**config.mk**
```make
export PLATFORM = sky130hd
export DESIGN_NAME = pattern_sequencer
export DESIGN_NICKNAME = d
export VERILOG_FILES = /design/src/rtl/pattern_sequencer_pkg.sv /design/src/rtl/pattern_sequencer_tick_gen.sv /design/src/rtl/pattern_sequencer.sv
export SDC_FILE = /design/constraint.sdc
export NUM_CORES = 1
export LEC_CHECK = 0
export CORE_MARGIN = 2
export CORE_UTILIZATION = 45
export CTS_CLUSTER_SIZE = 25
export DETAILED_ROUTE_END_ITERATION = 8
export PLACE_DENSITY = 0.81
export SKIP_CTS_REPAIR_TIMING = 1
export SLEW_MARGIN = 20
export SYNTH_ARGS = -nofsm -noshare
export SYNTH_HDL_FRONTEND = slang
export SYNTH_SLANG_ARGS = --single-unit
```
**constraint.sdc**
```tcl
create_clock -name clk_1 -period 2.7 [get_ports clk_1]
set_input_delay 0.54 -clock clk_1 [delete_from_list [all_inputs] [get_ports clk_1]]
set_output_delay 0.54 -clock clk_1 [all_outputs]
set_load 0.01 [all_outputs]
```
**src/rtl/pattern_sequencer_pkg.sv**
```systemverilog
// ---------------------------------------------------------------------------
// pattern_sequencer_pkg
// Shared definitions for the memory-game pattern display blocks:
//   - LEVEL_W      : width of the game difficulty level
//   - seq_state_t  : playback state encoding (IDLE / ON / GAP / DONE)
//   - clog2        : elaboration-time ceiling log2, never smaller than 1
//   - onehot_bit   : one bit of the one-hot decode of a pattern symbol
// No ports; imported by tick_gen and pattern_sequencer.
// ---------------------------------------------------------------------------
package pattern_sequencer_pkg;

   localparam int LEVEL_W = 3;

   typedef enum logic [1:0] {
      ST_IDLE = 2'd0,
      ST_ON   = 2'd1,
      ST_GAP  = 2'd2,
      ST_DONE = 2'd3
   } seq_state_t;

   // Minimum of 1 so a degenerate parameter never yields a zero-width vector.
   function automatic int clog2(input int value);
      int width;
      width = 1;
      while ((1 << width) < value) begin
         width = width + 1;
      end
      return width;
   endfunction

   // Bit 'pos' of the one-hot code for symbol 'idx'. A symbol beyond the
   // last LED matches no position, so out-of-range entries decode to dark.
   function automatic logic onehot_bit(input int idx, input int pos);
      return (idx == pos);
   endfunction

endpackage

```
**src/rtl/pattern_sequencer_tick_gen.sv**
```systemverilog
// ---------------------------------------------------------------------------
// tick_gen
// Divides the fast system clock into a 1-cycle tick strobe every TICK_DIV
// cycles. Shared by the game timing blocks.
// Ports:
//   clk_1  in   system clock
//   rst    in   synchronous active-high reset
//   clr    in   restart the divider so the next tick is TICK_DIV cycles away
//   tick   out  strobe, high in the last cycle of each TICK_DIV period
// ---------------------------------------------------------------------------
module tick_gen
   import pattern_sequencer_pkg::*;
#(
   parameter int TICK_DIV = 1000
) (
   input  logic clk_1,
   input  logic rst,
   input  logic clr,
   output logic tick
);

   localparam int CNT_W = clog2(TICK_DIV);

   logic [CNT_W-1:0] count;

   // Free-running modulo-TICK_DIV counter; clearing it realigns the tick
   // phase so the first tick lands exactly TICK_DIV cycles after clr.
   always_ff @(posedge clk_1) begin
      if (rst || clr) begin
         count <= '0;
      end else if (count == CNT_W'(TICK_DIV - 1)) begin
         count <= '0;
      end else begin
         count <= count + CNT_W'(1);
      end
   end

   assign tick = (count == CNT_W'(TICK_DIV - 1));

endmodule

```
**src/rtl/pattern_sequencer.sv**
```systemverilog
// ---------------------------------------------------------------------------
// pattern_sequencer
// Memory-game pattern display engine. On start it snapshots the pattern and
// the level, then plays the first 'steps' entries as one-hot LED flashes,
// each followed by a dark gap, and pulses done at the end.
// Ports:
//   clk_1     in   system clock
//   rst       in   synchronous active-high reset
//   start     in   begin playback (only honoured in IDLE)
//   abort     in   cancel playback, back to IDLE without done
//   level     in   difficulty, sampled with start
//   pattern   in   packed entries, entry i at [i*IDX_W +: IDX_W]
//   led       out  registered one-hot flash
//   busy      out  playback in progress
//   done      out  1-cycle pulse when the last gap ends
//   step_idx  out  index of the step currently shown
// ---------------------------------------------------------------------------
module pattern_sequencer
   import pattern_sequencer_pkg::*;
#(
   parameter int NUM_LEDS      = 8,
   parameter int IDX_W         = 3,
   parameter int MAX_STEPS     = 16,
   parameter int TICK_DIV      = 1000,
   parameter int BASE_STEPS    = 4,
   parameter int ON_BASE_TICKS = 5,
   parameter int GAP_TICKS     = 1
) (
   input  logic                         clk_1,
   input  logic                         rst,
   input  logic                         start,
   input  logic                         abort,
   input  logic [LEVEL_W-1:0]           level,
   input  logic [MAX_STEPS*IDX_W-1:0]   pattern,
   output logic [NUM_LEDS-1:0]          led,
   output logic                         busy,
   output logic                         done,
   output logic [clog2(MAX_STEPS)-1:0]  step_idx
);

   localparam int STEP_W    = clog2(MAX_STEPS);
   localparam int STEPS_W   = clog2(MAX_STEPS + 1);
   localparam int PHASE_MAX = (ON_BASE_TICKS > GAP_TICKS) ? ON_BASE_TICKS : GAP_TICKS;
   localparam int PHASE_W   = clog2(PHASE_MAX + 1);
   localparam int PAT_W     = MAX_STEPS * IDX_W;

   seq_state_t          state, state_n;
   logic [NUM_LEDS-1:0] led_n;
   logic                busy_n, done_n;
   logic [STEP_W-1:0]   step_n, next_idx;
   logic [PHASE_W-1:0]  phase, phase_n;
   logic [PAT_W-1:0]    pattern_q, pattern_n;
   logic [STEPS_W-1:0]  steps_q, steps_n;
   logic [PHASE_W-1:0]  on_ticks_q, on_ticks_n;
   logic                tick, tick_clr, advance;
   int                  steps_calc, on_ticks_calc;

   function automatic logic [NUM_LEDS-1:0] decode(input logic [IDX_W-1:0] idx);
      logic [NUM_LEDS-1:0] vec;
      vec = '0;
      for (int i = 0; i < NUM_LEDS; i++) begin
         vec[i] = onehot_bit(int'(idx), i);
      end
      return vec;
   endfunction

   tick_gen #(
      .TICK_DIV (TICK_DIV)
   ) u_tick_gen (
      .clk_1 (clk_1),
      .rst   (rst),
      .clr   (tick_clr),
      .tick  (tick)
   );

   // Round parameters derived from the level: higher levels play more steps
   // (clipped to the storage depth) with shorter flashes (never below one tick).
   always_comb begin
      steps_calc    = BASE_STEPS + 2 * int'(level);
      on_ticks_calc = ON_BASE_TICKS - int'(level);
      if (steps_calc > MAX_STEPS) begin
         steps_calc = MAX_STEPS;
      end
      if (on_ticks_calc < 1) begin
         on_ticks_calc = 1;
      end
   end

   // Next-state and next-output logic. The phase counter counts ticks inside
   // the current ON or GAP interval; 'advance' marks the end of a full step
   // so the step-to-step handoff is written once for both the gap and the
   // gapless configuration.
   always_comb begin
      state_n    = state;
      led_n      = led;
      busy_n     = busy;
      done_n     = 1'b0;
      step_n     = step_idx;
      phase_n    = phase;
      pattern_n  = pattern_q;
      steps_n    = steps_q;
      on_ticks_n = on_ticks_q;
      tick_clr   = 1'b0;
      advance    = 1'b0;
      next_idx   = step_idx + STEP_W'(1);

      case (state)
         ST_IDLE: begin
            led_n  = '0;
            busy_n = 1'b0;
            if (start && !abort) begin
               state_n    = ST_ON;
               pattern_n  = pattern;
               steps_n    = STEPS_W'(steps_calc);
               on_ticks_n = PHASE_W'(on_ticks_calc);
               step_n     = '0;
               phase_n    = '0;
               busy_n     = 1'b1;
               tick_clr   = 1'b1;
               led_n      = decode(pattern[IDX_W-1:0]);
            end
         end
         ST_ON: begin
            if (abort) begin
               state_n = ST_IDLE;
               led_n   = '0;
               busy_n  = 1'b0;
               phase_n = '0;
            end else if (tick) begin
               if ((phase + PHASE_W'(1)) == on_ticks_q) begin
                  phase_n = '0;
                  if (GAP_TICKS > 0) begin
                     state_n = ST_GAP;
                     led_n   = '0;
                  end else begin
                     advance = 1'b1;
                  end
               end else begin
                  phase_n = phase + PHASE_W'(1);
               end
            end
         end
         ST_GAP: begin
            if (abort) begin
               state_n = ST_IDLE;
               led_n   = '0;
               busy_n  = 1'b0;
               phase_n = '0;
            end else if (tick) begin
               if ((phase + PHASE_W'(1)) == PHASE_W'(GAP_TICKS)) begin
                  phase_n = '0;
                  advance = 1'b1;
               end else begin
                  phase_n = phase + PHASE_W'(1);
               end
            end
         end
         ST_DONE: begin
            state_n = ST_IDLE;
            led_n   = '0;
            busy_n  = 1'b0;
         end
         default: begin
            state_n = ST_IDLE;
            led_n   = '0;
            busy_n  = 1'b0;
         end
      endcase

      if (advance) begin
         if ((STEPS_W'(step_idx) + STEPS_W'(1)) == steps_q) begin
            state_n = ST_DONE;
            done_n  = 1'b1;
            busy_n  = 1'b0;
            led_n   = '0;
         end else begin
            state_n = ST_ON;
            step_n  = next_idx;
            led_n   = decode(pattern_q[int'(next_idx) * IDX_W +: IDX_W]);
         end
      end
   end

   // State, snapshot and output registers. Every output is registered so the
   // LED pins never see decode glitches.
   always_ff @(posedge clk_1) begin
      if (rst) begin
         state      <= ST_IDLE;
         led        <= '0;
         busy       <= 1'b0;
         done       <= 1'b0;
         step_idx   <= '0;
         phase      <= '0;
         pattern_q  <= '0;
         steps_q    <= '0;
         on_ticks_q <= '0;
      end else begin
         state      <= state_n;
         led        <= led_n;
         busy       <= busy_n;
         done       <= done_n;
         step_idx   <= step_n;
         phase      <= phase_n;
         pattern_q  <= pattern_n;
         steps_q    <= steps_n;
         on_ticks_q <= on_ticks_n;
      end
   end

endmodule

```
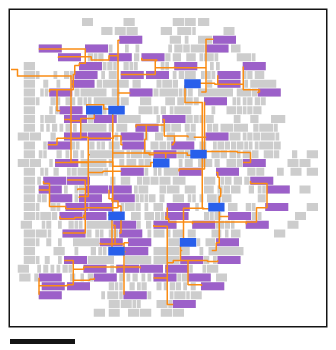
**Above:** clock network drawn from the DEF.
Bar = 20 um.
- orange: clock wires (length 933 um)
- purple: flip-flops (count 84)
- blue: clock-net drivers (count 9)
- routed clock nets: 10
Fin Clk Skew: 0.00700 ns
Latency at later pin: 0.35 ns
clock power share: 0.318

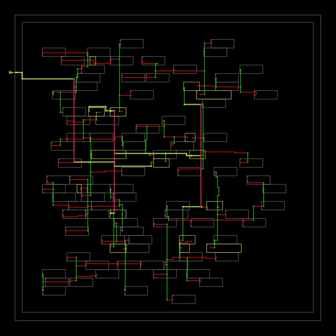
**Above:** clock routing.
Flops: 84
Inserted Clock Buffers: 9
clock sink total: 84
clock buffer count: 10
reported clock group power: 1.07 mW

==> flow_summary.ini <==
; synthesis and place-and-route metrics
[grt]
grt_max_degree = 60
grtUsageMet2 = 0.325
grt_pass1_vias = 3485
grt_overflow_total = 0
grt_pass1_wl_mm = 15.6

[logic_synthesis]
yosys-stat-area_um2 = 3940
netlist_area_um2 = 3940
synth_warnings = 0
top_cells_by_count = 113 x nand2_1, 84 x dfxtp_1, 65 x a21oi_1
synth_cell_type_count = 42
synth.area.mux_share = 0.0972
ys_sh_aoi = 0.139
synthArstFlopShare = 0
synthCells = 466
ys_ff = 84

[min_path]
hp-class = reg2reg
worstHoldEndpoint = pattern_q[11]$_SDFFE_PP0P_

[power]
p_seq_mw = 1.47
cellLeakagePower_nw = 1.79
vdd_drop_max_mv = 0.336

[final_timing]
slew-limit-headroom = 0.472
drv_slew = 0
fin_crit_ns = 2.49
setup_violations = 0
rsz0062_at_grt = no
worst_pin_slew_ns = 0.787

[cells_and_area]
post-route-util = 0.582
comb_area_um2 = 2120
drive_gt1_frac = 0.0953
reg.largest.list = pattern_q: 48 flops, u_tick_gen.count: 10 flops, led: 8 flops
fin_area_um2 = 5000

[clock_network]
tritoncts = done
cts_max_path_buffers = 2
h-tree-depth = 3

[worst_setup_path]
worst-r2r-setup-slack_ns = 0.21
cp.required_ns = 2.96
critPathKind = reg2reg

[floorplanning]
ios = 69
core_area_um2 = 8590
chip_area_um2 = 9520

[detailed_routing]
dr_wl_met3_um = 487
routed.top_layer = met4
first_iter_violations = 185
ant_nets = 0
wl_met1_mm = 4.03

[flow_run]
warning_count = 33

[status]
outcome = complete, no violations

[placed_design]
pre_cts_ws_ns = 0.00525
numPortBuffers = 68
-- worst max-delay path, cell delays in order (launching register included) --
cell and delay [ns]:
dfxtp_1 0.40, ha_1 0.24, nand3b_1 0.10, or4_1 0.53, a211oi_1 0.35, or3_1 0.42, a21oi_1 0.11, a311oi_1 0.25
-- layout make-up --
cell class	count	share of cell area
multi-input cells	345	0.424
flip-flops and latches	84	0.337
clock buffers	10	0.0255
clock inverters	6	0.0225
repair buffers	81	0.157
well taps	108	0.0270
inverters	9	0.00676
-- cell families (layout without fill, tap and decap cells) --
kind of cell,count (synthesis),in the layout
AND/OR/NAND/NOR,199,199
AND-OR/OR-AND,94,94
flip-flops,84,84
buffers and inverters,37,106
multiplexers,23,23
XOR/XNOR,17,17
adder cells (fa/ha/maj),12,12
Power figures rest on the tool's default switching activity, not on a simulated workload.
